Fig. 1: wiring by layer
Scale bar: 20 um.
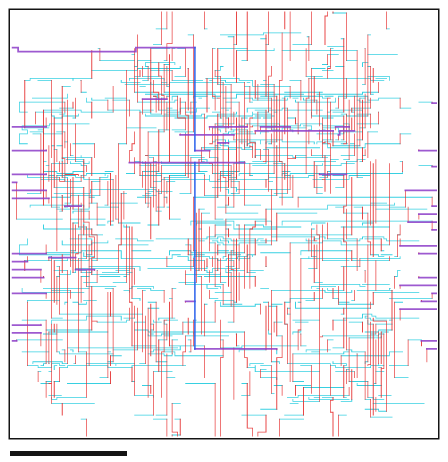
Fig. 2: routing congestion
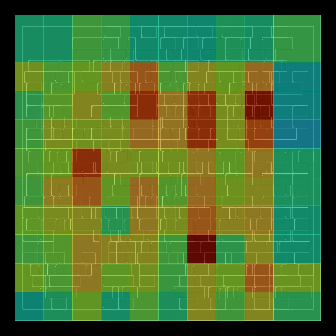
Fig. 3: clock wires, drivers and flops
Scale bar: 20 um.
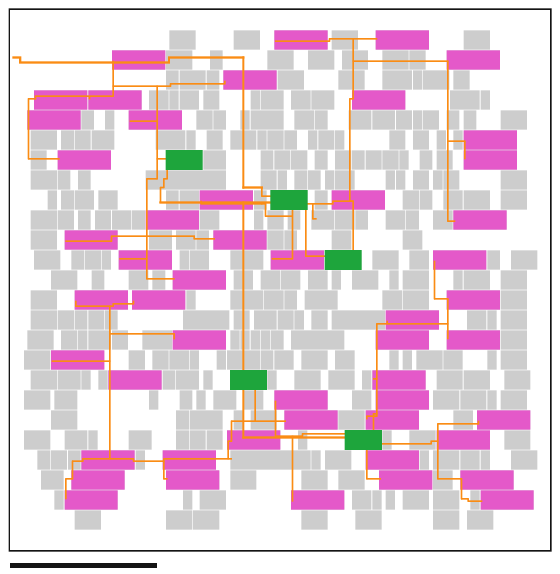
Fig. 4: sequential cells grouped by signal name
Other sequential cells in the stronger gray, the rest of the logic in the fainter gray.
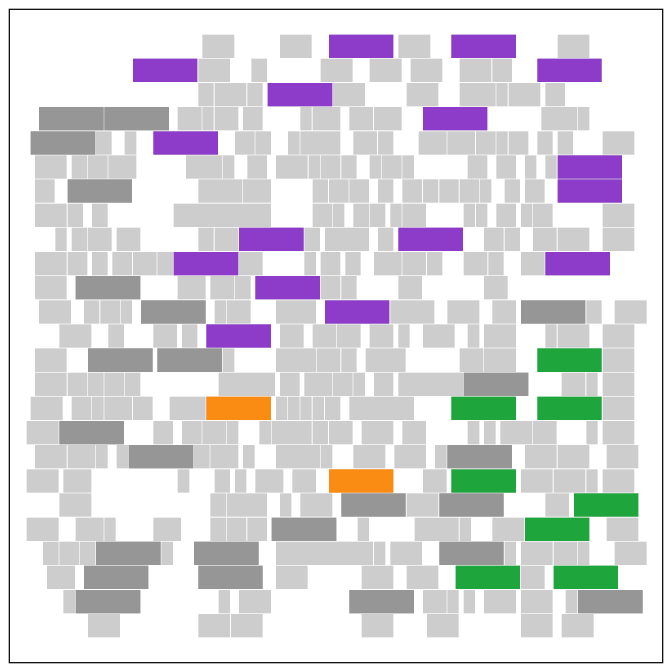
Fig. 5: pin map
Pins as bars across the die edge, other pins in gray.
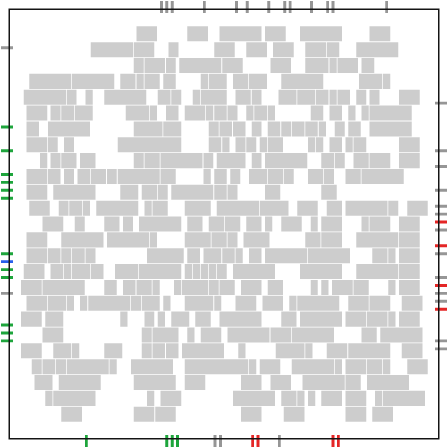
==> src/rtl/custom_wr_ingress.sv <==
// Write-domain ingress for an async FIFO: 2-entry skid buffer between a valid/ready
// producer and the FIFO write port, throttled by the registered full/almost-full flags.
module custom_wr_ingress #(
    parameter int DATASIZE = 8,
    parameter int CNTW     = 16
) (
    input  logic                wclk_i,
    input  logic                wrst_i,
    input  logic                flush_i,
    input  logic                in_valid,
    output logic                in_ready,
    input  logic [DATASIZE-1:0] in_data,
    input  logic                fifo_full,
    input  logic                fifo_almost_full,
    output logic                wen,
    output logic [DATASIZE-1:0] wdata,
    output logic [CNTW-1:0]     accept_cnt,
    output logic [CNTW-1:0]     stall_cnt
);

    typedef enum logic [1:0] {
        EMPTY = 2'd0,
        ONE   = 2'd1,
        TWO   = 2'd2
    } state_t;

    state_t              state;
    logic [DATASIZE-1:0] e0;
    logic [DATASIZE-1:0] e1;
    logic                pop;
    logic                acc;
    logic                stall_evt;

    // in_ready sees only registered state and the two registered flags, never in_valid.
    // wen is additionally held low while reset is asserted, before state is known.
    assign pop       = (state != EMPTY) & ~fifo_full & ~flush_i & ~wrst_i;
    assign wen       = pop;
    assign wdata     = e0;
    assign in_ready  = ~flush_i & ((state == EMPTY) | ((state == ONE) & ~fifo_almost_full));
    assign acc       = in_valid & in_ready;
    assign stall_evt = (state != EMPTY) & fifo_full & ~flush_i;

    always_ff @(posedge wclk_i) begin
        if (wrst_i) begin
            state      <= EMPTY;
            e0         <= '0;
            e1         <= '0;
            accept_cnt <= '0;
            stall_cnt  <= '0;
        end else begin
            if (flush_i) begin
                state <= EMPTY;
            end else begin
                case (state)
                    EMPTY: begin
                        if (acc) begin
                            e0    <= in_data;
                            state <= ONE;
                        end
                    end
                    ONE: begin
                        case ({acc, pop})
                            2'b10: begin
                                e1    <= in_data;
                                state <= TWO;
                            end
                            2'b01: state <= EMPTY;
                            2'b11: e0 <= in_data;
                            default: state <= ONE;
                        endcase
                    end
                    TWO: begin
                        if (pop) begin
                            e0    <= e1;
                            state <= ONE;
                        end
                    end
                    default: state <= EMPTY;
                endcase
            end
            if (acc) begin
                accept_cnt <= accept_cnt + CNTW'(1);
            end
            if (stall_evt && (stall_cnt != '1)) begin
                stall_cnt <= stall_cnt + CNTW'(1);
            end
        end
    end

endmodule

==> config.mk <==
export PLATFORM = sky130hd
export DESIGN_NAME = custom_wr_ingress
export DESIGN_NICKNAME = d
export VERILOG_FILES = /design/src/rtl/custom_wr_ingress.sv
export SDC_FILE = /design/constraint.sdc
export NUM_CORES = 1
export LEC_CHECK = 0
export CAP_MARGIN = 10
export CORE_MARGIN = 1.5
export CORE_UTILIZATION = 50
export CTS_CLUSTER_SIZE = 40
export DETAILED_ROUTE_END_ITERATION = 12
export PLACE_DENSITY = 0.79
export SLEW_MARGIN = 20
export SYNTH_ARGS = -nofsm -noshare
export SYNTH_HDL_FRONTEND = slang
export SYNTH_SLANG_ARGS = --single-unit
==> constraint.sdc <==
create_clock -name wclk_i -period 2.82 [get_ports wclk_i]
set_input_delay 0.564 -clock wclk_i [delete_from_list [all_inputs] [get_ports wclk_i]]
set_output_delay 0.564 -clock wclk_i [all_outputs]
set_load 0.005 [all_outputs]
==> reports/results.tsv <==
stage	metric	value	unit
final_timing	Final WS setup	0.1213	ns
final_timing	setup TNS	0	ns
pwr	Top pwr grp	sequential cells	
clock_tree	register clock-pin slew on the reported worst setup and hold paths	0.09	ns
drt	vias per inst	5.685	
hold_path	Min-Delay Path Class	reg2reg	
floorplanning	Tap Count	67	
layout	Layout clock area frac	4.236	%
clock_tree	clk buf depth	2	
logic_synthesis	Post-synth EDFFs	0	
worst_setup_path	Critical-path top delay cell	clkdlybuf4s50_1	
status	status	finished, final reports clean	
run	Max-cap violations	0	
logic_synthesis	Ys Warns	0	
layout	Layout Nets	360	
floorplanning	FP Rows	25	
final_timing	Clock Skew	0.003313	ns
worst_setup_path	Worst setup SP type	input port	
final_timing	cycle use final	95.70	%
global_route	initial antenna violation count	0	
final_timing	RSZ-0062 raised after global routing	no	
clock_tree	CTS tree	built	
placed_design	dpl hpwl	3969	um
run	tool warnings	28	
logic_synthesis	Top-area cell share	40.34	%
pwr	leakage	1.171	nW
worst_setup_path	Crit Path Max Fanout	7	
pwr	combinational power	0.135	mW
logic_synthesis	Synth Area in Adders	2.521	%
drt	drt wl/cell	13.48	um
global_route	largest net degree at the start of global routing	31	
logic_synthesis	Cell area leaders	dfxtp_1 (40%), mux2i_1 (7.3%), nor2_1 (5.3%), a21oi_1 (3.4%), nand4_1 (3.0%)	
logic_synthesis	xor/xnor share	3.177	%
clock_tree	H-tree lvl count	2	
final_timing	Min Hold Slack	0.5009	ns
## Picture notes: Fig. 1
[M4] blue | wire length: 49.6 um
[M3] purple | wire length: 247 um
[M1] cyan | wire length: 2,590 um
[M2] red | wire length: 2,630 um

## Picture notes: Fig. 2
fin util: 68.34%
routing usage on met1: 26.89%
most used routing layer: met2
GRT Overall Usage: 20.88%
met2 Usage GRT: 35.34%

## Picture notes: Fig. 3
[clock wires] orange | length: 577 um
[clock-net drivers] green | count: 5
[flip-flops] magenta | count: 50
routed clock nets: 6

## Picture notes: Fig. 4
[state] orange | placed flops: 2
[stall_cnt] purple | placed flops: 16
[wdata] green | placed flops: 8 | where: south-east
area taken by flip-flops and latches: 0.001001 mm^2
seq pwr: 0.730 mW

## Picture notes: Fig. 5
[in_data] red | pins: 8 | direction: input | edge: 4 east, 4 south
[accept_cnt] green | pins: 16 | direction: output | edge: 12 west, 4 south
[fifo_almost_full] blue | pins: 1 | direction: input | edge: west
die extent in y: 73.45 um
Port-buffer cells: 55

flip-flops by register name (all words and copies together), names as in the netlist:
register and count:
accept_cnt 16, stall_cnt 16, e1 8, wdata 8, state 2
path summary, 6_finish.rpt:
check / from / endpoint / slack (ns) / cells after the start
worst max register to register: state[0]$_SDFFE_PP0P_ / wdata[1]$_SDFFE_PP0P_ / 0.60 / 10
worst min register to register: accept_cnt[15]$_SDFFE_PP0N_ / accept_cnt[15]$_SDFFE_PP0N_ / 0.50 / 2
worst min-delay path: accept_cnt[15]$_SDFFE_PP0N_ / accept_cnt[15]$_SDFFE_PP0N_ / 0.50 / 2
worst max-delay path: flush_i / wen / 0.12 / 6
Power is estimated from default activity; no workload was simulated.
